## config.mk

```make
export PLATFORM = sky130hd
export DESIGN_NAME = bk_add_arbiter_flat
export DESIGN_NICKNAME = d
export VERILOG_FILES = /design/src/rtl/bk_add_arbiter_if.sv /design/src/rtl/bk_add_arbiter.sv /design/src/flat_wrapper.sv
export SDC_FILE = /design/constraint.sdc
export NUM_CORES = 1
export LEC_CHECK = 0
export CORE_MARGIN = 3
export CORE_UTILIZATION = 31
export DETAILED_ROUTE_END_ITERATION = 10
export HOLD_SLACK_MARGIN = 0.12
export PLACE_DENSITY_LB_ADDON = 0.1
export SYNTH_ARGS = -nofsm -noshare
export SYNTH_HDL_FRONTEND = slang
export SYNTH_SLANG_ARGS = --single-unit
```

## constraint.sdc

```tcl
create_clock -name clk -period 1.78 [get_ports clk]
set_input_delay 0.356 -clock clk [delete_from_list [all_inputs] [get_ports clk]]
set_output_delay 0.356 -clock clk [all_outputs]
set_load 0.02 [all_outputs]
```

## src/rtl/bk_add_arbiter_if.sv

```systemverilog
// bk_add_arbiter_if: requester, adder and response signals of bk_add_arbiter.
interface bk_add_arbiter_if #(
  parameter int NREQ = 4,
  parameter int IDW  = 2
);
  logic [NREQ-1:0]    req_valid;
  logic [NREQ-1:0]    req_ready;
  logic [NREQ*12-1:0] req_a;
  logic [NREQ*12-1:0] req_b;
  logic [23:0]        add_in;
  logic [12:0]        add_out;
  logic               rsp_valid;
  logic               rsp_ready;
  logic [12:0]        rsp_sum;
  logic [IDW-1:0]     rsp_id;
  logic [15:0]        ops_count;
  modport slave (
    input  req_valid, req_a, req_b, add_out, rsp_ready,
    output req_ready, add_in, rsp_valid, rsp_sum, rsp_id, ops_count
  );
  modport master (
    output req_valid, req_a, req_b, add_out, rsp_ready,
    input  req_ready, add_in, rsp_valid, rsp_sum, rsp_id, ops_count
  );
endinterface

```

## src/rtl/bk_add_arbiter.sv

```systemverilog
// bk_add_arbiter: round-robin sharing of an external 12-bit adder with a one-entry response buffer.
module bk_add_arbiter #(
  parameter int NREQ = 4,
  parameter int IDW  = 2
) (
  input logic clk,
  input logic rst_n,
  bk_add_arbiter_if.slave bus
);
  logic [IDW-1:0] ptr, win, idx;
  logic           found, grant;
  logic [11:0]    op_a [NREQ];
  logic [11:0]    op_b [NREQ];
  logic [11:0]    a, b;
  logic [23:0]    ilv;
  for (genvar g = 0; g < NREQ; g++) begin : g_ops
    assign op_a[g] = bus.req_a[12*g +: 12];
    assign op_b[g] = bus.req_b[12*g +: 12];
  end
  // First valid requester at or after ptr, wrapping modulo NREQ
  always_comb begin
    found = 1'b0;
    win   = ptr;
    idx   = '0;
    for (int i = 0; i < NREQ; i++) begin
      idx = IDW'((int'(ptr) + i) % NREQ);
      if (!found && bus.req_valid[idx]) begin
        found = 1'b1;
        win   = idx;
      end
    end
  end
  assign grant = rst_n && found && (!bus.rsp_valid || bus.rsp_ready);
  assign a = op_a[win];
  assign b = op_b[win];
  for (genvar g = 0; g < 12; g++) begin : g_ilv
    assign ilv[2*g]   = a[g];
    assign ilv[2*g+1] = b[g];
  end
  assign bus.add_in    = grant ? ilv : '0;
  assign bus.req_ready = grant ? (NREQ'(1) << win) : '0;
  always_ff @(posedge clk or negedge rst_n) begin
    if (!rst_n) begin
      bus.rsp_valid <= 1'b0;
      bus.rsp_sum   <= '0;
      bus.rsp_id    <= '0;
      bus.ops_count <= '0;
      ptr           <= '0;
    end else if (grant) begin
      bus.rsp_valid <= 1'b1;
      bus.rsp_sum   <= bus.add_out;
      bus.rsp_id    <= win;
      bus.ops_count <= bus.ops_count + 16'd1;
      ptr           <= (win == IDW'(NREQ-1)) ? '0 : win + 1'b1;
    end else if (bus.rsp_ready) begin
      bus.rsp_valid <= 1'b0;
    end
  end
endmodule

```

## src/flat_wrapper.sv

```systemverilog
// flat-port wrapper written by rule: the top's interface ports become plain ports
module bk_add_arbiter_flat 
#(
  parameter int NREQ = 4,
  parameter int IDW  = 2
)
  (clk, rst_n, bus_req_valid, bus_req_a, bus_req_b, bus_add_out, bus_rsp_ready, bus_req_ready, bus_add_in, bus_rsp_valid, bus_rsp_sum, bus_rsp_id, bus_ops_count);
  bk_add_arbiter_if #(.NREQ(NREQ), .IDW(IDW)) bus_i ();
  input logic clk;
  input logic rst_n;
  input wire logic [$bits(bus_i.req_valid)-1:0] bus_req_valid;
  input wire logic [$bits(bus_i.req_a)-1:0] bus_req_a;
  input wire logic [$bits(bus_i.req_b)-1:0] bus_req_b;
  input wire logic [$bits(bus_i.add_out)-1:0] bus_add_out;
  input wire logic [$bits(bus_i.rsp_ready)-1:0] bus_rsp_ready;
  output wire logic [$bits(bus_i.req_ready)-1:0] bus_req_ready;
  output wire logic [$bits(bus_i.add_in)-1:0] bus_add_in;
  output wire logic [$bits(bus_i.rsp_valid)-1:0] bus_rsp_valid;
  output wire logic [$bits(bus_i.rsp_sum)-1:0] bus_rsp_sum;
  output wire logic [$bits(bus_i.rsp_id)-1:0] bus_rsp_id;
  output wire logic [$bits(bus_i.ops_count)-1:0] bus_ops_count;
  assign bus_i.req_valid = bus_req_valid;
  assign bus_i.req_a = bus_req_a;
  assign bus_i.req_b = bus_req_b;
  assign bus_i.add_out = bus_add_out;
  assign bus_i.rsp_ready = bus_rsp_ready;
  assign bus_req_ready = bus_i.req_ready;
  assign bus_add_in = bus_i.add_in;
  assign bus_rsp_valid = bus_i.rsp_valid;
  assign bus_rsp_sum = bus_i.rsp_sum;
  assign bus_rsp_id = bus_i.rsp_id;
  assign bus_ops_count = bus_i.ops_count;
  bk_add_arbiter #(.NREQ(NREQ), .IDW(IDW)) u_core (.clk(clk), .rst_n(rst_n), .bus(bus_i));
endmodule
```

==> impl_metrics.json, run 1 <==
{
  "cts_sinks": 34,
  "r2r_end": "u_core.bus.rsp_id[1]$_DFFE_PN0P_",
  "num_rows": 30,
  "rsz0062_at_grt": "true",
  "rr_worst_depth": 6,
  "netlist_area_mm2": 0.002285,
  "hpwl_mm": 7.100,
  "ys_warn_count": 0,
  "ys_sh_xor": 0.05750,
  "drv_cap": 0,
  "final-comb-area_mm2": 0.001893,
  "required_ns": 1.42,
  "antenna_left": 0,
  "vdd_drop_max_mv": 0.6893,
  "synthFlopType": "dfrtp_1",
  "layout.cells.most_common_list": "clkdlybuf4s50_1, buf_6, dfrtp_1, buf_4, mux2i_1",
  "nFillCells": 421,
  "port_buffers": 175,
  "top_area_cell": "dfrtp_1",
  "vias_per_cell": 4.858,
  "top_cell_area_share": 0.3724,
  "failed_checks": "negative setup slack",
  "dp_cells": 500,
  "crit_end": "bus_add_in[8]",
  "die_x_um": 91.85,
  "grt_max_degree": 35,
  "topCombFamilyByArea": "multiplexers",
  "cp_max_fo": 5,
  "synth_seq_share": 0.3724,
  "setup_viol": 36,
  "postPlaceCellArea_mm2": 0.004516,
  "final_cells": 535,
  "min_path_type": "primary input to asynchronous set/reset pin",
  "syn_area_per_cell_um2": 10.73,
  "htree_levels": 2,
  "fin_ws_ns": -0.6455,
  "pre_cts_ws_ns": -1.170,
  "drc_errors": 0,
  "worst_pin_slew_ns": 0.4230,
  "simple_gate_share": 0.09419,
  "hold_viol_final": 0,
  "outcome": "finished, violations left",
  "cp-end-kind": "output port",
  "ys_top_cells_by_area": "dfrtp_1, mux2i_1, mux2_2, o22ai_1, xnor2_1",
  "aoi_share": 0.1106
}
[run 1: cell type report]
class | count | share of cell area
Timing Repair Buffer | 230 | 0.4531
Multi-Input combinational cell | 161 | 0.3412
Sequential cell | 34 | 0.1534
Tap cell | 96 | 0.02165
Clock buffer | 6 | 0.01488
Clock inverter | 2 | 0.01083
Inverter | 6 | 0.004962
[run 1: what timing repair did]
action / in CTS / in global routing
endpoints found under the setup margin: 57 / 45
pin swaps: 24 / 11
setup buffers: 16 / 3
gates cloned: 8 / 1
gates resized: 230 / 38
[run 1: critical path, cell delays in order]
cell             delay (ns)
clkdlybuf4s15_2        0.22
nor2b_2                0.19
o21ai_1                0.27
o221a_4                0.28
nand2_4                0.09
buf_12                 0.15
buf_12                 0.13
buf_6                  0.11
o22ai_2                0.14
buf_6                  0.14
[run 1: stage by stage]
stage	setup TNS (ns)	util
finish	-16.35	0.7946
global route	-18.47	0.7946
CTS	-15.74	0.7602
detailed placement	-47.17	0.6468
global placement	-45.39	0.6468
floorplan	-0.8060	-
[run 1: registers in the layout, summed over array words and instances (netlist names)]
register	flops
u_core.bus.rsp_id	2
u_core.bus.rsp_sum	13
u_core.bus.rsp_valid	1
u_core.bus.ops_count	16
u_core.ptr	2
[run 1: where the power goes]
| group | internal, mW | leakage, nW | total (mW) | switching [mW] |
|---|---|---|---|---|
| combinational | 2.15 | 1.79 | 3.80 | 1.65 |
| sequential | 0.927 | 0.423 | 1.08 | 0.149 |
| clock | 0.598 | 0.0714 | 0.882 | 0.284 |
[run 1: per-layer routing]
metal | share of wire | up-vias
met4 | 0.0099 | 0
met2 | 0.53 | 96
met3 | 0.068 | 9
li1 | - | 1239
met5 | 0 | -
met1 | 0.39 | 1255
Figure 1. Metal layers overlaid (run 1).
Two of the layers only.
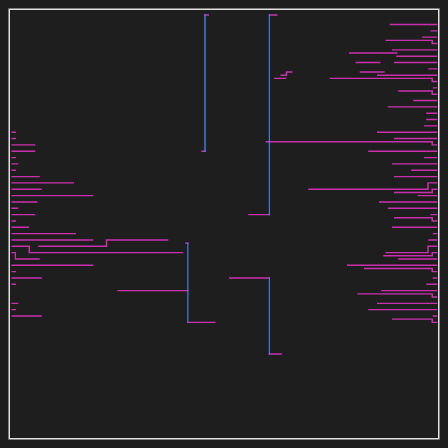
| layer | color | wire length |
|---|---|---|
| metal 4 | blue | 105 um |
| metal 3 | magenta | 720 um |
routed len/inst: 19.83 um
detailed-route via count: 2,599
All-Layer GR Usage: 0.2353

Figure 2. The metal 2 layer (run 1).
Cells faint in the background.
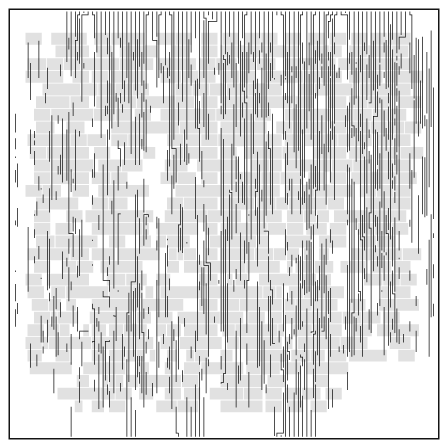
share of all routed wire: 53%
wire length on this layer: 5,630 um
longest straight run: 46.4 um
main direction: vertical
nets with wire on the layer: 515
Final Routed Wirelength: 10.61 mm
GR Layer Usage met2: 0.4282

Figure 3. Clock routing (run 1).
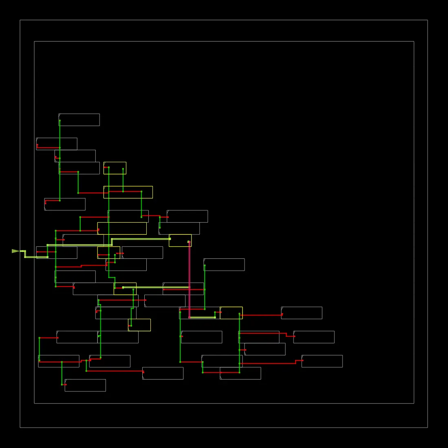
Clk. pwr: 882 uW
flip-flops: 34

Figure 4. Met1 routing (run 1).
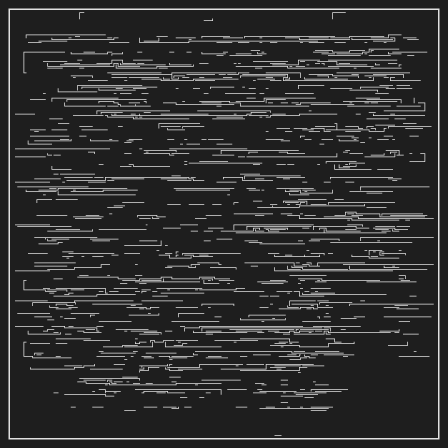
main direction: horizontal
share of all routed wire: 39%
longest straight run: 32.2 um
met1 Use GR: 0.2741

==> run 1 -> run 2 <==
Settings changed: CORE_UTILIZATION 31 to 34.
Clock period 1.78 ns to 2.7 ns, I/O delays scaled along.
==> impl_metrics.json, run 2 <==
{
  "hold_viol_final": 0,
  "grtUsageTotal": 0.2131,
  "synth_seq_share": 0.3724,
  "met2_usage": 0.3589,
  "top_cell_area_share": 0.3724,
  "pre_cts_ws_ns": -0.5987,
  "nFillCells": 515,
  "final_cells": 487,
  "cp_max_fo": 7,
  "postPlaceCellArea_mm2": 0.004198,
  "netlist_area_mm2": 0.002285,
  "grt_max_degree": 35,
  "setup_tns_ns": 0,
  "route.met2.wl_mm": 4.258,
  "totalWireLength_mm": 8.552,
  "die_x_um": 87.98,
  "largest_reg_flops": 16,
  "synthFlopType": "dfrtp_1",
  "reg_top3": "u_core.bus.ops_count: 16 flops, u_core.bus.rsp_sum: 13 flops",
  "ys_top_cells_by_area": "dfrtp_1, mux2i_1, mux2_2, o22ai_1, xnor2_1",
  "use_met1": 0.2535,
  "fin_util": 0.6883,
  "num_vias": 2412,
  "dp_cells": 471,
  "setup_viol": 0,
  "outcome": "complete, no violations"
}
run 2: area by class of cell:
| cell class | count | area [um^2] | share of cell area |
|---|---|---|---|
| well taps | 77 | 96.34 | 0.02179 |
| flip-flops and latches | 34 | 852.1 | 0.1928 |
| clock buffers | 6 | 82.58 | 0.01868 |
| repair buffers | 201 | 1963 | 0.4441 |
| inverters | 6 | 22.52 | 0.005095 |
| clock inverters | 1 | 30.03 | 0.006793 |
| multi-input cells | 162 | 1374 | 0.3108 |
run 2: final timing paths:
path,endpoint,slack [ns]
hold / removal,u_core.ptr[1]$_DFFE_PN0P_,0.36
setup / recovery,bus_add_in[5],0.09
hold reg to reg,u_core.bus.ops_count[15]$_DFFE_PN0P_,0.48
min in group clk,u_core.bus.ops_count[15]$_DFFE_PN0P_,0.48
setup reg to reg,u_core.bus.ops_count[15]$_DFFE_PN0P_,0.98
max in group asynchronous,u_core.ptr[0]$_DFFE_PN0P_,2.03
run 2: critical path, cell delays in order:
cell and delay [ns]:
buf_2 0.13, or2_1 0.26, a21oi_4 0.19, o21ai_4 0.07, buf_12 0.15, bufbuf_16 0.27, mux2i_1 0.11, o22ai_1 0.15
buf_2 0.20
run 2: what timing repair did:
action	CTS	global route
hold buffers	0	0
pin swaps	6	5
gates resized	125	14
gates cloned	3	1
buffers inserted	6	0
setup endpoints to repair	28	23
run 2: report_power, final:
group	internal [mW]	switching, mW
logic	0.954	0.804
clock network	0.295	0.185
registers	0.612	0.0996
total	1.86	1.09
run 2: cells by family (layout without fill, tap and decap cells):
group	count (synthesis)	after routing	synth area share
compound gates	37	37	0.1106
xor+xnor	15	15	0.05750
simple gates	41	42	0.09419
fa+ha+maj	5	5	0.02738
flops	34	34	0.3724
buf+inv	18	214	0.05367
mux	63	63	0.2842
Figure 5. Met1 routing (run 2).
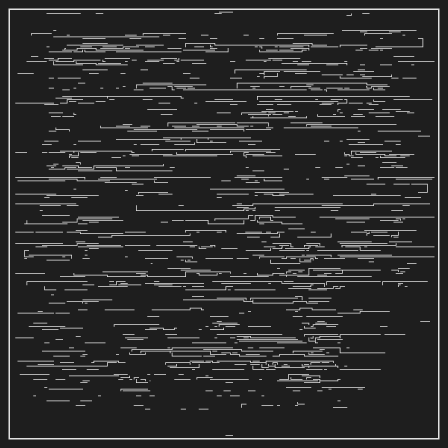
wire length on this layer: 3,390 um
nets with wire on the layer: 454

Figure 6. Clock routing (run 2).
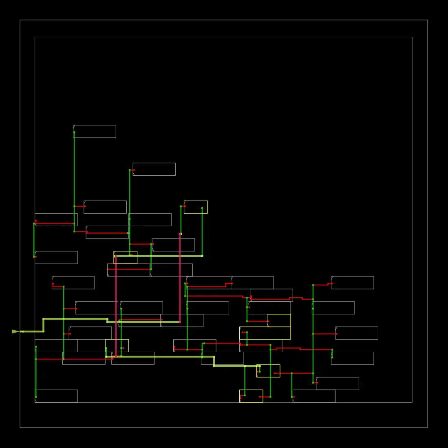
CTS sink cnt: 34
layout clock buffer count: 6
total CTS buffers: 5

Figure 7. Drive-strength map (run 2).
The bar under the picture is 20 um long.
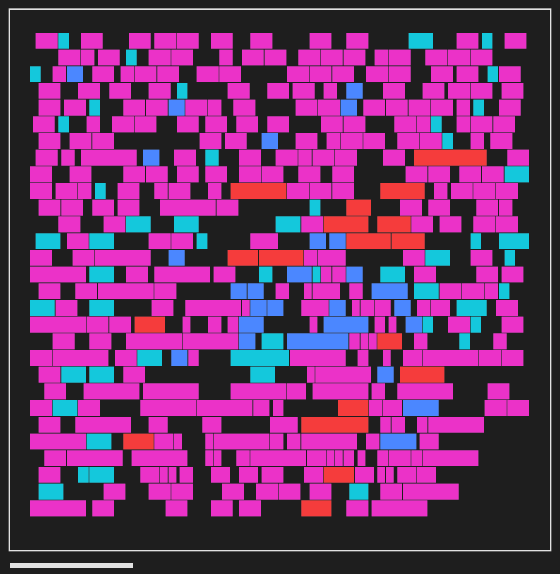
| size | color | cells | share |
|---|---|---|---|
| _0 and _1 cells | magenta | 315 | 77% |
| _6 and larger | red | 18 | 4.4% |
| _2 cells | cyan | 50 | 12% |
| _3 and _4 cells | blue | 27 | 6.6% |
Final Cell Area: 0.004420 mm^2
Final Worst Setup Slack: 0.08526 ns

==> run 2 -> run 3 <==
Settings changed: ABC_AREA set to 1, CAP_MARGIN set to 0, CORE_UTILIZATION 34 to 39.
==> impl_metrics.json, run 3 <==
{
  "outcome": "finished, violations left",
  "failed_checks": "negative setup slack",
  "r2r_end": "u_core.bus.ops_count[6]$_DFFE_PN0P_",
  "cts_sinks": 34,
  "largest_reg_flops": 16,
  "simple_gate_share": 0.5034,
  "min_path_type": "flop to flop",
  "fin_ws_ns": -0.2665,
  "fa_ha_area_frac": 0.02108,
  "final_area_mm2": 0.005580,
  "top_cell_area_share": 0.3314,
  "cp_common_cell": "nand2_2",
  "setup_viol": 28,
  "crit_chain": "buf_8 -> nand2_2 -> nand2_2 -> nand2_2 -> nand2_4 -> buf_6 -> nor2_4 -> nand4_4 -> nand2_8 -> buf_12 -> nand2_1 -> nand2_1 -> nand2_2 -> a21oi_2 -> buf_4",
  "netlist_area_mm2": 0.002968,
  "vias_per_cell": 4.925,
  "met1_length_mm": 4.496,
  "routed.top_layer": "met4",
  "pre_cts_ws_ns": -0.8472,
  "top_area_cell": "nand2_1"
}
run 3: netlist changes by cell type after synthesis, sizes merged, moves of 12 or more:
cell | previous run | this run
a21oi | 3 | 24
buf | 12 | 24
inv | 6 | 27
mux2 | 15 | 0
mux2i | 48 | 0
nand2 | 13 | 268
nand3 | 5 | 60
nor2 | 6 | 19
o22ai | 24 | 0
run 3: worst min path at each step:
stage / cells past startpoint / end / slack, ns
floorplan: 0 / u_core.bus.ops_count[0]$_DFFE_PN0P_ / 0.24
global placement: 2 / u_core.bus.rsp_sum[2]$_DFFE_PN0P_ / 0.46
detailed placement: 2 / u_core.bus.rsp_sum[9]$_DFFE_PN0P_ / 0.46
CTS: 2 / u_core.bus.rsp_sum[0]$_DFFE_PN0P_ / 0.48
global route: 2 / u_core.bus.rsp_sum[11]$_DFFE_PN0P_ / 0.51
finish: 2 / u_core.bus.rsp_sum[6]$_DFFE_PN0P_ / 0.48
run 3: final cells by class:
type	count	area, um^2
timing repair inverter	1	7.507
clock inverter	1	5.005
clock buffer	7	86.33
tap	99	123.9
fill	565	1750
sequential	34	853.3
inverter	27	108.9
multi-input combinational	412	2067
timing repair buffer	228	2328
run 3: what timing repair did:
action                                  CTS  global route
pin swaps                                16            18
setup buffers                            10             6
endpoints found under the setup margin   28            46
hold buffers                              0             0
gates cloned                              4             2
resized                                 192            48
run 3: through the flow:
stage	util	hold WS (ns)	instances	power, mW
after floorplan	-	0.2444	501	4.258
after global placement	0.6837	0.4621	783	6.440
after detailed placement	0.6837	0.4645	783	6.490
after CTS	0.7346	0.4846	804	7.855
after global routing	0.7612	0.5085	809	8.989
final	0.7612	0.4794	809	8.310
run 3: report_power, final:
group	total, mW	internal (mW)	switching [mW]
registers	0.916	0.727	0.188
logic	7.01	3.24	3.78
clock network	0.381	0.205	0.176
Figure 8. Metal layers overlaid (run 3).
Two of the layers only.
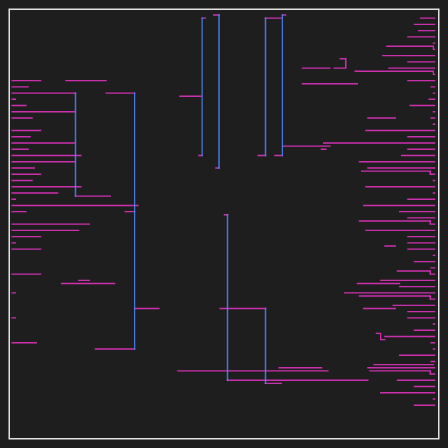
| layer | color | wire length |
|---|---|---|
| metal 4 | blue | 254 um |
| metal 3 | magenta | 922 um |
All-Layer GR Usage: 0.2536
routed len/inst: 14.38 um
detailed-route via count: 3,984
Final Routed Wirelength: 11.64 mm

Figure 9. Drive-strength map (run 3).
The bar under the picture is 20 um long.
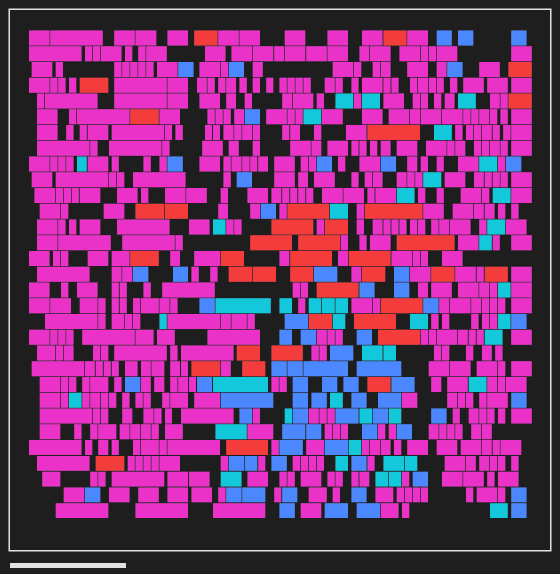
| size | color | cells | share |
|---|---|---|---|
| _3 and _4 cells | blue | 69 | 9.7% |
| _2 cells | cyan | 43 | 6.1% |
| _6 and larger | red | 38 | 5.4% |
| _0 and _1 cells | magenta | 560 | 79% |

Figure 10. The metal 2 layer (run 3).
Cells faint in the background.
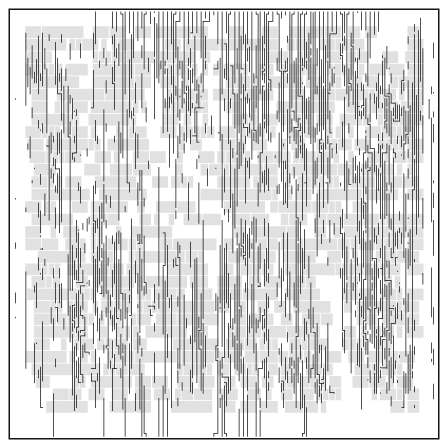
wire length on this layer: 5,960 um
nets with wire on the layer: 673

Power and IR drop assume default switching activity.
